[src/rtl/btn_pkg.sv]
// Shared button indices and centre-button FSM encoding for the pushbutton front end.
package btn_pkg;

  localparam int BTN_C   = 0;
  localparam int BTN_U   = 1;
  localparam int BTN_D   = 2;
  localparam int BTN_L   = 3;
  localparam int BTN_R   = 4;
  localparam int NUM_BTN = 5;

  typedef enum logic [1:0] {
    IDLE       = 2'd0,
    PRESSED    = 2'd1,
    LONG_FIRED = 2'd2
  } c_state_t;

  function automatic int imax(input int a, input int b);
    return (a > b) ? a : b;
  endfunction

endpackage

[src/rtl/btn_debounce.sv]
// Two-flop synchroniser plus debounce counter for one button.
// Emits the stable level and one-cycle rise/fall strobes, aligned with the level change.
module btn_debounce #(
  parameter int DEBOUNCE_CYCLES = 360000
) (
  input  logic pixel_clk,
  input  logic rst_n,
  input  logic i_raw,
  output logic o_level,
  output logic o_rise,
  output logic o_fall
);

  localparam int CW = (DEBOUNCE_CYCLES > 1) ? $clog2(DEBOUNCE_CYCLES) : 1;
  localparam logic [CW-1:0] CNT_LAST = CW'(DEBOUNCE_CYCLES - 1);

  logic          r_sync1;
  logic          r_sync2;
  logic          r_level;
  logic          r_rise;
  logic          r_fall;
  logic [CW-1:0] r_cnt;

  always_ff @(posedge pixel_clk) begin
    if (!rst_n) begin
      r_sync1 <= 1'b0;
      r_sync2 <= 1'b0;
      r_level <= 1'b0;
      r_rise  <= 1'b0;
      r_fall  <= 1'b0;
      r_cnt   <= '0;
    end else begin
      r_sync1 <= i_raw;
      r_sync2 <= r_sync1;
      r_rise  <= 1'b0;
      r_fall  <= 1'b0;
      // Any sample agreeing with the stable level restarts the count.
      if (r_sync2 == r_level) begin
        r_cnt <= '0;
      end else if (r_cnt == CNT_LAST) begin
        r_level <= r_sync2;
        r_cnt   <= '0;
        r_rise  <= r_sync2;
        r_fall  <= !r_sync2;
      end else begin
        r_cnt <= r_cnt + CW'(1);
      end
    end
  end

  assign o_level = r_level;
  assign o_rise  = r_rise;
  assign o_fall  = r_fall;

endmodule

[src/rtl/button_conditioner.sv]
// Pushbutton front end for game_fsm: debounce all five buttons, classify the centre
// press as short/long, and turn direction holds into move pulses with auto-repeat.
module button_conditioner
  import btn_pkg::*;
#(
  parameter int DEBOUNCE_CYCLES      = 360000,
  parameter int LONG_PRESS_CYCLES    = 25200000,
  parameter int REPEAT_DELAY_CYCLES  = 14400000,
  parameter int REPEAT_PERIOD_CYCLES = 5400000
) (
  input  logic               pixel_clk,
  input  logic               rst_n,
  input  logic [NUM_BTN-1:0] btn_raw,
  output logic               button_c_short,
  output logic               button_c_long,
  output logic               button_u,
  output logic               button_d,
  output logic               button_l,
  output logic               button_r,
  output logic [NUM_BTN-1:0] btn_level,
  output c_state_t           o_dbg_c_state
);

  localparam int HW = $clog2(LONG_PRESS_CYCLES);
  localparam logic [HW-1:0] HC_FIRE = HW'(LONG_PRESS_CYCLES - 2);
  localparam int RW = $clog2(imax(REPEAT_DELAY_CYCLES, REPEAT_PERIOD_CYCLES));
  localparam logic [RW-1:0] RC_DELAY_LAST  = RW'(REPEAT_DELAY_CYCLES - 1);
  localparam logic [RW-1:0] RC_PERIOD_LAST = RW'(REPEAT_PERIOD_CYCLES - 1);

  logic [NUM_BTN-1:0] w_level;
  logic [NUM_BTN-1:0] w_rise;
  logic [NUM_BTN-1:0] w_fall;
  logic [3:0]         w_dir_pulse;

  for (genvar i = 0; i < NUM_BTN; i++) begin : g_db
    btn_debounce #(
      .DEBOUNCE_CYCLES(DEBOUNCE_CYCLES)
    ) u_db (
      .pixel_clk(pixel_clk),
      .rst_n    (rst_n),
      .i_raw    (btn_raw[i]),
      .o_level  (w_level[i]),
      .o_rise   (w_rise[i]),
      .o_fall   (w_fall[i])
    );
  end

  c_state_t        r_c_state;
  c_state_t        w_c_state_nxt;
  logic [HW-1:0]   r_hc;
  logic [HW-1:0]   w_hc_nxt;
  logic            r_c_short;
  logic            r_c_long;
  logic            w_short_nxt;
  logic            w_long_nxt;

  always_ff @(posedge pixel_clk) begin
    if (!rst_n) begin
      r_c_state <= IDLE;
      r_hc      <= '0;
      r_c_short <= 1'b0;
      r_c_long  <= 1'b0;
    end else begin
      r_c_state <= w_c_state_nxt;
      r_hc      <= w_hc_nxt;
      r_c_short <= w_short_nxt;
      r_c_long  <= w_long_nxt;
    end
  end

  // hc is 0 on entry to PRESSED; long fires on the edge hc would reach LONG_PRESS_CYCLES-1.
  always_comb begin
    w_c_state_nxt = r_c_state;
    w_hc_nxt      = r_hc;
    w_short_nxt   = 1'b0;
    w_long_nxt    = 1'b0;
    case (r_c_state)
      IDLE: begin
        if (w_rise[BTN_C]) begin
          w_c_state_nxt = PRESSED;
          w_hc_nxt      = '0;
        end
      end
      PRESSED: begin
        w_hc_nxt = r_hc + HW'(1);
        if (w_fall[BTN_C]) begin
          w_short_nxt   = 1'b1;
          w_c_state_nxt = IDLE;
          w_hc_nxt      = '0;
        end else if (r_hc == HC_FIRE) begin
          w_long_nxt    = 1'b1;
          w_c_state_nxt = LONG_FIRED;
          w_hc_nxt      = '0;
        end
      end
      LONG_FIRED: begin
        if (w_fall[BTN_C]) w_c_state_nxt = IDLE;
      end
      default: begin
        w_c_state_nxt = IDLE;
        w_hc_nxt      = '0;
      end
    endcase
  end

  // Direction d drives button index d+1 (U, D, L, R); each repeats independently.
  for (genvar d = 0; d < 4; d++) begin : g_dir
    logic [RW-1:0] r_rc;
    logic          r_active;
    logic          r_period;
    logic          r_pulse;

    always_ff @(posedge pixel_clk) begin
      if (!rst_n) begin
        r_rc     <= '0;
        r_active <= 1'b0;
        r_period <= 1'b0;
        r_pulse  <= 1'b0;
      end else begin
        r_pulse <= 1'b0;
        if (w_fall[d+1]) begin
          r_rc     <= '0;
          r_active <= 1'b0;
          r_period <= 1'b0;
        end else if (w_rise[d+1]) begin
          r_pulse  <= 1'b1;
          r_rc     <= '0;
          r_active <= 1'b1;
          r_period <= 1'b0;
        end else if (r_active) begin
          if ((!r_period && r_rc == RC_DELAY_LAST) || (r_period && r_rc == RC_PERIOD_LAST)) begin
            r_pulse  <= 1'b1;
            r_rc     <= '0;
            r_period <= 1'b1;
          end else begin
            r_rc <= r_rc + RW'(1);
          end
        end
      end
    end

    assign w_dir_pulse[d] = r_pulse;
  end

  assign button_c_short = r_c_short;
  assign button_c_long  = r_c_long;
  assign button_u       = w_dir_pulse[BTN_U-1];
  assign button_d       = w_dir_pulse[BTN_D-1];
  assign button_l       = w_dir_pulse[BTN_L-1];
  assign button_r       = w_dir_pulse[BTN_R-1];
  assign btn_level      = w_level;
  assign o_dbg_c_state  = r_c_state;

endmodule

[config.mk]
export PLATFORM = sky130hd
export DESIGN_NAME = button_conditioner
export DESIGN_NICKNAME = d
export VERILOG_FILES = /design/src/rtl/btn_pkg.sv /design/src/rtl/btn_debounce.sv /design/src/rtl/button_conditioner.sv
export SDC_FILE = /design/constraint.sdc
export NUM_CORES = 1
export LEC_CHECK = 0
export CORE_MARGIN = 10
export CORE_UTILIZATION = 30
export DETAILED_ROUTE_END_ITERATION = 12
export MAX_ROUTING_LAYER = met4
export PLACE_DENSITY = 0.48
export SETUP_SLACK_MARGIN = 0.5
export SLEW_MARGIN = 20
export SYNTH_ARGS = -nofsm -noshare
export SYNTH_HDL_FRONTEND = slang
export SYNTH_SLANG_ARGS = --single-unit
export TNS_END_PERCENT = 10
[constraint.sdc]
create_clock -name pixel_clk -period 2.5 [get_ports pixel_clk]
set_input_delay 0.5 -clock pixel_clk [delete_from_list [all_inputs] [get_ports pixel_clk]]
set_output_delay 0.5 -clock pixel_clk [all_outputs]
set_load 0.02 [all_outputs]
### Cell density map, run 1

The die is cut into 21 by 21 equal tiles; white is low, dark blue is high, 0 to 100% covered.
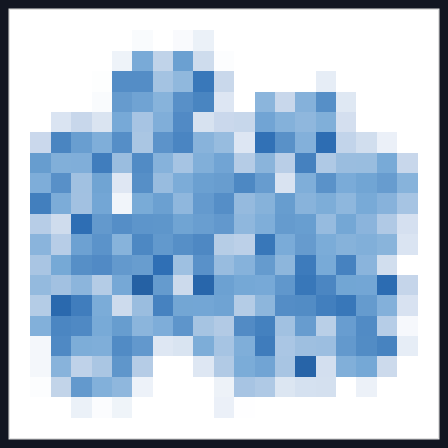
- nearly empty tiles: 37%
- fullest tile: 80%
- mean over tiles: 28%
CORE AREA: 0.0367 mm^2
fin util: 36.5%
fp util: 30.5%

### Metal 2, run 1

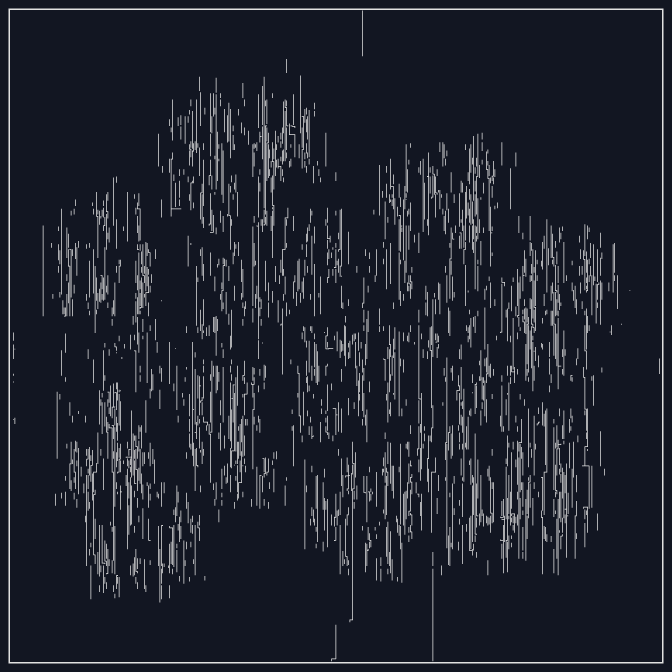
- wire length on this layer: 9760 um
- longest straight run: 42.8 um
- main direction: vertical
- share of all routed wire: 43%
met2 Usage GRT: 15.4%
vias after detailed routing: 8400
final WL: 22.6 mm

==> impl_metrics.ini, run 1 <==
; physical design summary
[status]
outcome = completed

[floorplanning]
taps = 468

[layout]
fillCellCount = 3752
buffer_area_share_pct = 4.71
seq_cell_count = 257
mostFrequentLayoutCell = nor2_1
signal_buffers = 61
layout-area-overhead-vs-synth_pct = 19.6
num-nonclk-inverters = 22
largestClassByArea = logic gates

[worst_setup_path]
cp_slowest_cell = clkdlybuf4s50_1
setup.worst_path.end = btn_level[1]
critPathBufInv = 1
criticalPathCategory = reg2out
crit_family = buffers and inverters
cp-startpoint = g_db[1].u_db.o_level

[yosys]
yosys-stat-cells = 1259
synth_top_area_share_pct = 46.0
ff_type = dfxtp_1
synth_cell_types = 55
synthesis.nets = 1277
top_cells_by_count = 270 x nor2_1, 257 x dfxtp_1, 118 x xor2_1
ys_top_cells_by_area = dfxtp_1 46%, xor2_1 9.2%, nor2_1 9.1%, xnor2_1 6.7%, nand3_1 3.5%
ys_async_sr_fraction_pct = 0
ys_seq_share_pct = 46.0
netlist_instances = 1259

[final_timing]
fin_worst_skew_ns = 0.00861
min_period_ns = 2.18
tightest_slew_ns = 0.634
final.hold.worst_slack_ns = 0.431

[clock_network]
cts_buffers = 29
clock_path_buffers = 3
cts.htree.levels = 1
post_cts_buffers = 6

[placed_design]
hpwlAfterDp_mm = 14.7
pre_cts_slack_ns = 0.221
gp_congestion = 0.768

[power_and_ir_drop]
finalPower_mw = 9.03
ir_worst_vdd_mv = 0.556

[global_routing]
antenna_found_initial = 0
grt_pass1_wl_mm = 38.7

[drt]
wl_met3_um = 848
first_pass_iters = 4
drc_errors = 0
top_layer = met4
met1_length_mm = 11.5

[hold_path]
min_to = g_db[4].u_db.r_sync2
### Wiring by layer, run 1

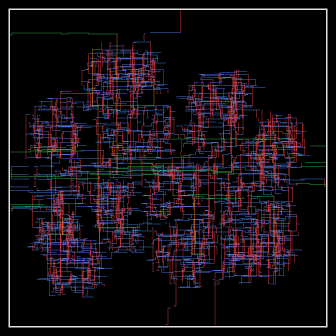
- metal 1: blue (wire length 11500 um)
- metal 3: green (wire length 849 um)
- metal 2: red (wire length 9760 um)
- metal 4: orange (wire length 484 um)
gr usage total: 10.2%
wire per inst: 12.6 um

### Routing congestion map, run 1

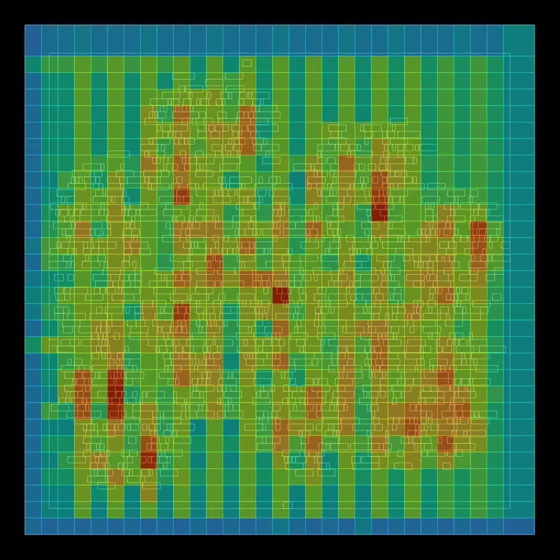
GR Util met3: 2.35%
busiest grt layer: met2
Global Route met1 Usage: 13.5%

-- run 1: cell families after synthesis --
logic type | after synthesis
AND-OR/OR-AND | 13
XOR/XNOR | 203
adder cells (fa/ha/maj) | 11
buffers and inverters | 64
flip-flops | 257
multiplexers | 9
AND/OR/NAND/NOR | 702
-- run 1: report_power, final --
group	internal [mW]	total [mW]	switching, mW
registers	4.10	4.11	0.00663
clock network	3.05	4.79	1.74
logic	0.0566	0.131	0.0748
-- run 1: state kept, by name (all words and copies together) (netlist names), 4 cells and up --
register	cells
g_dir.r_active	4
g_dir.r_period	4
g_db.u_db.r_sync2	5
g_db.u_db.o_level	5
g_db.u_db.r_sync1	5
r_hc	25
g_db.u_db.o_fall	5
g_db.u_db.o_rise	5
g_db.u_db.r_cnt	95
g_dir.r_rc	96
### Gate families picked out, run 1

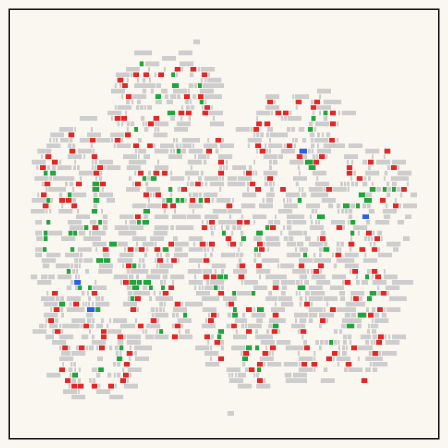

==> run 2, diff against run 1 <==
==> constraint.sdc (replaced) <==
create_clock -name pixel_clk -period 2.45 [get_ports pixel_clk]
set_input_delay 0.49 -clock pixel_clk [delete_from_list [all_inputs] [get_ports pixel_clk]]
set_output_delay 0.49 -clock pixel_clk [all_outputs]
set_load 0.02 [all_outputs]
### Gate families picked out, run 2

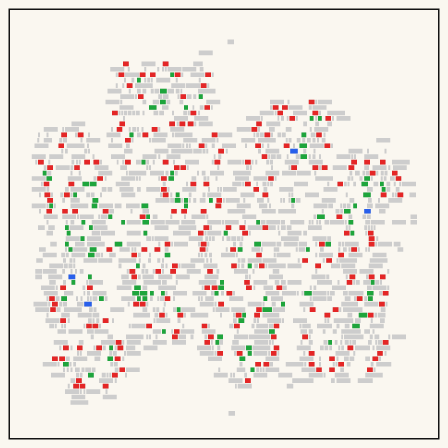
- xor and xnor cells: red (cells 203)
- non-inverting ao/oa cells: blue (cells 4)
- and/or cells: green (cells 104)
most common logic cell in the routed design: nor2_1
non-filler cells, final: 1796
logic share of the area: 44.0%

### Wiring by layer, run 2

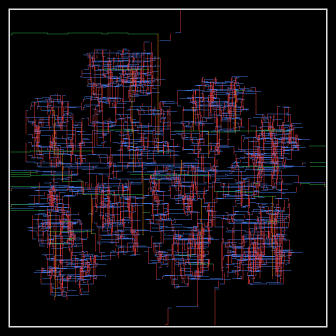
- metal 2: red (wire length 9640 um)
- metal 4: orange (wire length 501 um)
- metal 1: blue (wire length 11300 um)
- metal 3: green (wire length 808 um)

==> impl_metrics.ini, run 2 <==
; physical design summary
[status]
outcome = completed

[placed_design]
hpwlAfterDp_mm = 14.5
pre_cts_slack_ns = 0.141

[power_and_ir_drop]
power_frac_seq_pct = 47.8
power_frac_comb_pct = 1.5
p_clk_mw = 4.45

[layout]
largest_reg_flops = 96
layout-area-overhead-vs-synth_pct = 18.6
largest_register = g_dir.r_rc

[yosys]
netlist_instances = 1259
synthesis.nets = 1277
synth_cell_types = 55
top_cells_by_count = 270 x nor2_1, 257 x dfxtp_1, 118 x xor2_1
ys_async_sr_fraction_pct = 0

[worst_setup_path]
crit_family = buffers and inverters
cp-startpoint = g_db[1].u_db.o_level

[drt]
wl_per_cell_um = 12.4
wl_met3_um = 808
first_pass_iters = 4

[clock_network]
cts.htree.levels = 1
post_cts_buffers = 2

[final_timing]
fin_worst_skew_ns = 0.00805
final.hold.worst_slack_ns = 0.431
[run 2: netlist changes by cell type in the layout (fill, tap and decap cells not counted), moves of 2 or more]
| cell | previous run | this run |
|---|---|---|
| buf_4 | 33 | 30 |
| bufinv_16 | 7 | 3 |
| clkbuf_1 | 0 | 2 |
| clkinv_2 | 6 | 4 |
| clkinvlp_4 | 3 | 5 |
| dfxtp_1 | 250 | 248 |
[run 2: cell type report]
| class | instances | share of cell area (%) |
|---|---|---|
| Sequential cell | 257 | 38.9 |
| Multi-Input combinational cell | 940 | 44.0 |
| Tap cell | 468 | 4.41 |
| Timing Repair Buffer | 57 | 4.56 |
| Inverter | 22 | 0.623 |
| Clock inverter | 13 | 1.18 |
| Clock buffer | 39 | 6.36 |
==> run 3, diff against run 2 <==
--- a/config.mk
+++ b/config.mk
@@ -15,4 +15,3 @@
 export SYNTH_ARGS = -nofsm -noshare
 export SYNTH_HDL_FRONTEND = slang
 export SYNTH_SLANG_ARGS = --single-unit
-export TNS_END_PERCENT = 10
==> constraint.sdc (replaced) <==
create_clock -name pixel_clk -period 2.2 [get_ports pixel_clk]
set_input_delay 0.44 -clock pixel_clk [delete_from_list [all_inputs] [get_ports pixel_clk]]
set_output_delay 0.44 -clock pixel_clk [all_outputs]
set_load 0.02 [all_outputs]
==> impl_metrics.ini, run 3 <==
; physical design summary
[final_timing]
min_period_ns = 1.94
tightest_slew_ns = 0.830
fin_worst_skew_ns = 0.0174

[power_and_ir_drop]
power_leader = clock
power_frac_clock_pct = 49.1
p_int_mw = 7.70
finalPower_mw = 9.76

[layout]
layout-area-overhead-vs-synth_pct = 36.5
fillCellCount = 3583
signal_buffers = 132
clockNetworkAreaShare_pct = 6.12
top_regs = g_dir.r_rc (96), g_db.u_db.r_cnt (95), r_hc (25)

[worst_setup_path]
critPathBufInv = 1
cp_slowest_cell = or4b_1

[yosys]
ff_type = dfxtp_1
yosys-stat-cells = 1259

[drt]
first_pass_iters = 5

[placed_design]
gp_congestion = 0.772

[status]
outcome = completed

[floorplanning]
core_area_mm2 = 0.0367
run 3: worst paths after layout:
path / cells past startpoint / to / slack, ns
setup / recovery: 6 / g_db[0].u_db.r_cnt[17] / 0.26
hold / removal: 1 / g_db[1].u_db.r_cnt[0] / 0.43
hold reg to reg: 1 / g_db[1].u_db.r_cnt[0] / 0.43
setup reg to reg: 6 / g_db[0].u_db.r_cnt[17] / 0.26
run 3: routing by layer:
| layer | vias to the layer above | GRT usage [%] | wire length (um) |
|---|---|---|---|
| li1 | 4577 | - | - |
| met1 | 4238 | 14.3 | 12500 |
| met2 | 93 | 17.2 | 11900 |
| met3 | 32 | 1.85 | 790 |
| met4 | 0 | 2.46 | 470 |
| met5 | - | - | 0 |
### Routing congestion map, run 3

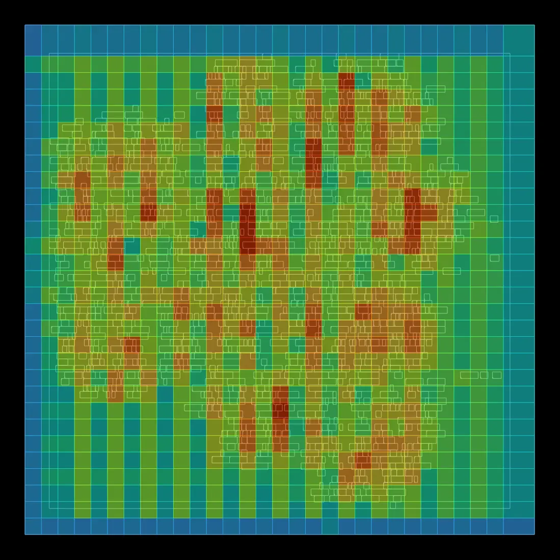
wire per inst: 13.7 um
met2 Usage GRT: 17.2%
gr usage total: 10.9%
fin util: 41.6%
Global Route met1 Usage: 14.3%

### Wiring by layer, run 3

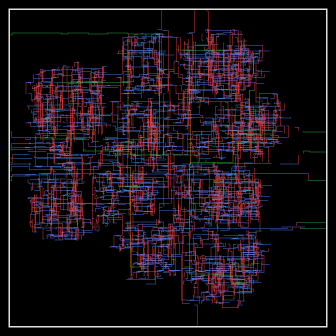
- metal 1: blue (wire length 12500 um)
- metal 3: green (wire length 791 um)
- metal 4: orange (wire length 471 um)
- metal 2: red (wire length 11900 um)

